--- config.mk ---
export PLATFORM = sky130hd
export DESIGN_NAME = sm83_regfile
export DESIGN_NICKNAME = d
export VERILOG_FILES = /design/src/rtl/sm83_pkg.sv /design/src/rtl/sm83_idu.sv /design/src/rtl/sm83_regfile.sv
export SDC_FILE = /design/constraint.sdc
export NUM_CORES = 1
export LEC_CHECK = 0
export CORE_MARGIN = 2
export CORE_UTILIZATION = 59
export DETAILED_ROUTE_END_ITERATION = 12
export GPL_ROUTABILITY_DRIVEN = 1
export PLACE_DENSITY = 0.83
export REMOVE_ABC_BUFFERS = 1
export SYNTH_ARGS = -nofsm -noshare
export SYNTH_HDL_FRONTEND = slang
export SYNTH_SLANG_ARGS = --single-unit
--- constraint.sdc ---
create_clock -name clk -period 10.2 [get_ports clk]
set_clock_uncertainty 0.15 [all_clocks]
set_input_delay 2.04 -clock clk [delete_from_list [all_inputs] [get_ports clk]]
set_output_delay 2.04 -clock clk [all_outputs]
set_load 0.01 [all_outputs]
--- src/rtl/sm83_pkg.sv ---
// ---------------------------------------------------------------------------
// sm83_pkg
// Shared encodings for the SM83 register file: 8-bit register selects,
// 16-bit pair selects, IDU op codes, flag bit positions, and helpers that map
// a pair select onto its high/low 8-bit register slots.
// ---------------------------------------------------------------------------
package sm83_pkg;

    // 8-bit register selects (also the slot index in the byte storage)
    localparam logic [2:0] R8_B = 3'd0;
    localparam logic [2:0] R8_C = 3'd1;
    localparam logic [2:0] R8_D = 3'd2;
    localparam logic [2:0] R8_E = 3'd3;
    localparam logic [2:0] R8_H = 3'd4;
    localparam logic [2:0] R8_L = 3'd5;
    localparam logic [2:0] R8_F = 3'd6;
    localparam logic [2:0] R8_A = 3'd7;

    // 16-bit pair selects; 6 and 7 are reserved
    localparam logic [2:0] R16_BC = 3'd0;
    localparam logic [2:0] R16_DE = 3'd1;
    localparam logic [2:0] R16_HL = 3'd2;
    localparam logic [2:0] R16_SP = 3'd3;
    localparam logic [2:0] R16_AF = 3'd4;
    localparam logic [2:0] R16_PC = 3'd5;

    typedef enum logic [1:0] {
        IDU_INC   = 2'b00,
        IDU_DEC   = 2'b01,
        IDU_HOLD  = 2'b10,
        IDU_HOLD2 = 2'b11
    } idu_op_e;

    // Flag positions inside the 4-bit {Z,N,H,C} mask/value buses
    localparam int FLG_C = 0;
    localparam int FLG_H = 1;
    localparam int FLG_N = 2;
    localparam int FLG_Z = 3;

    // Flag nibble lives in F[7:4]
    localparam int F_FLAG_BASE = 4;

    function automatic logic [2:0] pair_hi(input logic [2:0] sel);
        case (sel)
            R16_DE:  return R8_D;
            R16_HL:  return R8_H;
            R16_AF:  return R8_A;
            default: return R8_B;
        endcase
    endfunction

    function automatic logic [2:0] pair_lo(input logic [2:0] sel);
        case (sel)
            R16_DE:  return R8_E;
            R16_HL:  return R8_L;
            R16_AF:  return R8_F;
            default: return R8_C;
        endcase
    endfunction

endpackage

--- src/rtl/sm83_idu.sv ---
// ---------------------------------------------------------------------------
// sm83_idu
// Combinational 16-bit increment/decrement unit. Wraps modulo 2^16.
// Ports:
//   din  in  16  operand
//   op   in   2  00 inc, 01 dec, 10/11 pass-through
//   dout out 16  result
// ---------------------------------------------------------------------------
module sm83_idu
    import sm83_pkg::*;
(
    input  logic [15:0] din,
    input  logic [1:0]  op,
    output logic [15:0] dout
);

    always_comb begin
        dout = din;
        case (idu_op_e'(op))
            IDU_INC: dout = din + 16'd1;
            IDU_DEC: dout = din - 16'd1;
            default: dout = din;
        endcase
    end

endmodule

--- src/rtl/sm83_regfile.sv ---
// ---------------------------------------------------------------------------
// sm83_regfile
// SM83 register file: B,C,D,E,H,L,A,F bytes plus SP and PC, two 8-bit read
// ports, one 16-bit pair read port, 8-bit / 16-bit / IDU / flag writes merged
// per byte with priority wr16 > idu > wr8 > flags (flags still override a wr8
// to F bit-by-bit). F[3:0] is always zero.
// Optional feature: define REGFILE_BYPASS_EN to forward the pending
// (post-priority) write data to all read ports and pc_q/sp_q/hl_q.
// Ports:
//   clk, rst (async active-low)
//   rd8a_sel/rd8a_data, rd8b_sel/rd8b_data   8-bit reads
//   rd16_sel/rd16_data                       pair read (sel 6/7 read 0)
//   wr8_en/wr8_sel/wr8_data                  8-bit write
//   wr16_en/wr16_sel/wr16_data               pair write
//   idu_en/idu_sel/idu_op                    pair inc/dec with write-back
//   flg_we/flg_in                            per-flag {Z,N,H,C} writes
//   pc_q, sp_q, hl_q                         always-visible pairs
//   idu_q                                    last IDU result (registered)
// ---------------------------------------------------------------------------
module sm83_regfile
    import sm83_pkg::*;
#(
    parameter logic [15:0] PC_RST = 16'h0000,
    parameter logic [15:0] SP_RST = 16'hFFFE,
    parameter logic [15:0] AF_RST = 16'h01B0
) (
    input  logic        clk,
    input  logic        rst,
    input  logic [2:0]  rd8a_sel,
    output logic [7:0]  rd8a_data,
    input  logic [2:0]  rd8b_sel,
    output logic [7:0]  rd8b_data,
    input  logic [2:0]  rd16_sel,
    output logic [15:0] rd16_data,
    input  logic        wr8_en,
    input  logic [2:0]  wr8_sel,
    input  logic [7:0]  wr8_data,
    input  logic        wr16_en,
    input  logic [2:0]  wr16_sel,
    input  logic [15:0] wr16_data,
    input  logic        idu_en,
    input  logic [2:0]  idu_sel,
    input  logic [1:0]  idu_op,
    input  logic [3:0]  flg_we,
    input  logic [3:0]  flg_in,
    output logic [15:0] pc_q,
    output logic [15:0] sp_q,
    output logic [15:0] hl_q,
    output logic [15:0] idu_q
);

    // Byte storage indexed by r8 select: {A, F, L, H, E, D, C, B}
    localparam logic [7:0][7:0] R8_RST = {AF_RST[15:8], AF_RST[7:4], 4'h0, 48'h0};

    logic [7:0][7:0] r8_q, r8_d;
    logic [15:0]     sp_val_q, sp_val_d;
    logic [15:0]     pc_val_q, pc_val_d;
    logic [15:0]     idu_d;

    logic [15:0]     idu_src, idu_res;
    logic            wr8_go, wr16_go, idu_go;
    logic [3:0]      flg_go;

    logic [7:0][7:0] view_r8;
    logic [15:0]     view_sp, view_pc;

    function automatic logic [15:0] pair_read(input logic [7:0][7:0] r8,
                                              input logic [15:0] sp,
                                              input logic [15:0] pc,
                                              input logic [2:0]  sel);
        case (sel)
            R16_BC, R16_DE, R16_HL, R16_AF: return {r8[pair_hi(sel)], r8[pair_lo(sel)]};
            R16_SP:  return sp;
            R16_PC:  return pc;
            default: return 16'h0000;
        endcase
    endfunction

    // Strobes are qualified with rst so nothing is staged (or bypassed)
    // while reset is held; reserved pair selects never qualify.
    assign wr8_go  = wr8_en & rst;
    assign wr16_go = wr16_en & rst & (wr16_sel <= R16_PC);
    assign idu_go  = idu_en & rst & (idu_sel <= R16_PC) &
                     ((idu_op == IDU_INC) || (idu_op == IDU_DEC));
    assign flg_go  = flg_we & {4{rst}};

    assign idu_src = pair_read(r8_q, sp_val_q, pc_val_q, idu_sel);

    sm83_idu u_idu (
        .din  (idu_src),
        .op   (idu_op),
        .dout (idu_res)
    );

    // Writes are applied lowest priority first so later sources overwrite
    // only the bytes they touch; flags follow wr8 so they win on F[7:4].
    always_comb begin
        r8_d     = r8_q;
        sp_val_d = sp_val_q;
        pc_val_d = pc_val_q;
        idu_d    = idu_q;

        if (wr8_go) begin
            r8_d[wr8_sel] = wr8_data;
        end

        if (flg_go[FLG_Z]) r8_d[R8_F][F_FLAG_BASE + FLG_Z] = flg_in[FLG_Z];
        if (flg_go[FLG_N]) r8_d[R8_F][F_FLAG_BASE + FLG_N] = flg_in[FLG_N];
        if (flg_go[FLG_H]) r8_d[R8_F][F_FLAG_BASE + FLG_H] = flg_in[FLG_H];
        if (flg_go[FLG_C]) r8_d[R8_F][F_FLAG_BASE + FLG_C] = flg_in[FLG_C];

        if (idu_go) begin
            idu_d = idu_res;
            case (idu_sel)
                R16_SP:  sp_val_d = idu_res;
                R16_PC:  pc_val_d = idu_res;
                default: begin
                    r8_d[pair_hi(idu_sel)] = idu_res[15:8];
                    r8_d[pair_lo(idu_sel)] = idu_res[7:0];
                end
            endcase
        end

        if (wr16_go) begin
            case (wr16_sel)
                R16_SP:  sp_val_d = wr16_data;
                R16_PC:  pc_val_d = wr16_data;
                default: begin
                    r8_d[pair_hi(wr16_sel)] = wr16_data[15:8];
                    r8_d[pair_lo(wr16_sel)] = wr16_data[7:0];
                end
            endcase
        end

        r8_d[R8_F][3:0] = 4'h0;
    end

    always_ff @(posedge clk or negedge rst) begin
        if (!rst) begin
            r8_q     <= R8_RST;
            sp_val_q <= SP_RST;
            pc_val_q <= PC_RST;
            idu_q    <= 16'h0000;
        end else begin
            r8_q     <= r8_d;
            sp_val_q <= sp_val_d;
            pc_val_q <= pc_val_d;
            idu_q    <= idu_d;
        end
    end

`ifdef REGFILE_BYPASS_EN
    assign view_r8 = r8_d;
    assign view_sp = sp_val_d;
    assign view_pc = pc_val_d;
`else
    assign view_r8 = r8_q;
    assign view_sp = sp_val_q;
    assign view_pc = pc_val_q;
`endif

    assign rd8a_data = view_r8[rd8a_sel];
    assign rd8b_data = view_r8[rd8b_sel];
    assign rd16_data = pair_read(view_r8, view_sp, view_pc, rd16_sel);
    assign pc_q      = view_pc;
    assign sp_q      = view_sp;
    assign hl_q      = {view_r8[R8_H], view_r8[R8_L]};

endmodule

==> images/met1.png <==
Drawn at 3 px/um. Supply wires on this layer in gray.
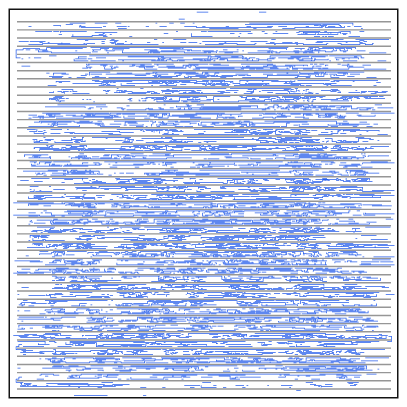
wire length on this layer: 13,400 um
longest straight run: 69.5 um
share of all routed wire: 36%
nets with wire on the layer: 1,156
Routed WL: 37,800 um
met1 Use GR: 58.0%

==> images/met2.png <==
Drawn at 2 px/um.
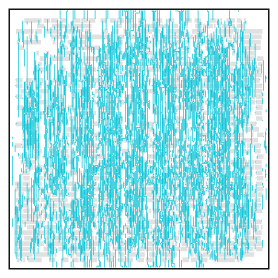
main direction: vertical
longest straight run: 44.4 um
met2 Use GR: 65.6%
via count: 10,023

==> images/met3.png <==
Drawn at 3 px/um.
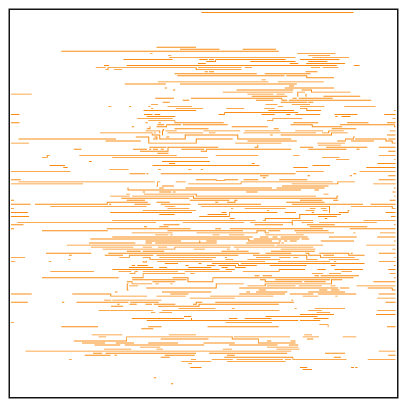
wire length on this layer: 5,890 um
nets with wire on the layer: 290
share of all routed wire: 16%
main direction: horizontal
longest straight run: 88.3 um
met3 usage in global routing: 16.5%

==> results_slide.txt <==
Synthesis and Place & Route Summary

Status
  – Status: complete, no violations

Power
  – Clk pwr share: between 10% and 20%
  – Psw: ~0.9 mW
  – Peak VDD IR: between 0.1 and 0.15 mV

Clock network
  – Post-CTS Setup Inserts: 0
  – # hold bufs at CTS: 0
  – Clock buffer count from CTS: 9

Yosys
  – Register area share after synthesis: between 20 and 30%
  – Number of synthesized flops with an enable pin: 0
  – Cell area leaders: dfrtp_1 (24%), mux4_2 (7.6%), mux2i_1 (7.5%)
  – Post-synthesis register bit count: between 100 and 150
  – Ys async rst share: 100%
  – Synthesized area per cell: approximately 8.4 um^2

Setup path
  – Critical Path Source: rd16_sel[0]
  – Buf+Inv Stages, Crit Path: 4
  – Critical Path Sink Type: output port
  – Critical path type: input port to output port
  – Crit Path Max Fanout: 29
  – CP top delay family: buffers and inverters
  – Worst r2r path cells: 12
  – WP data arrival: between 5000 and 6000 ps
  – R2r endpoint: pc_q[8]$_DFF_PN0_

Final timing
  – Worst-Margin Slew: 1230 ps
  – Total Neg Setup Slack: 0 ps
  – Final hold violations: 0

Final layout
  – # fillers: ~1,200
  – Final Cell Area: about 11,000 um^2
  – Post-layout net count: 1,268
  – # diodes: 0
  – Reg with most FFs: r8_q

Drt
  – Vias per cell: just over 7

Global route
  – Initial antenna violation count: 0
  – Number of global-route vias before repair: approximately 9,400
  – GR Overflow Total: 0
  – First-pass GRT wire length: approximately 56,000 um

Hold path
  – Min-delay src: idu_q[4]$_DFFE_PN0P_

Die
  – Core box area: 15,300 um^2
  – Die area: around 17,000 um^2
  – Starting density of the core: roughly three fifths

Job
  – Tool Warnings: 25
[area by class of cell]
class,instances,share of cell area [%]
repair buffers,175,15.3
clock inverters,7,0.588
multi-input cells,873,54.1
flip-flops and latches,108,24.6
inverters,29,0.984
clock buffers,9,2.04
well taps,211,2.39
[per-layer routing]
metal	part of all wire [%]	routed length, um	global-route usage [%]
met4	7.3	2750	26.2
met1	36	13400	58.0
met2	42	15700	65.6
met5	0	0	0
met3	16	5890	16.5
[power groups by stage]
stage	Combinational, mW	Clock [mW]	Sequential [mW]
finish	1.02	0.362	0.758
detailed placement	0.989	0	0.748
global placement	0.972	0	0.747
floorplan	0.526	0	0.715
CTS	0.994	0.359	0.741
global route	1.08	0.376	0.762
[tightest hold or removal path, stage by stage (launching register included)]
cell	delay (ps)
dfrtp_1	350
nand2_1	50
o21ai_0	60
Power figures rest on the tool's default switching activity, not on a simulated workload.
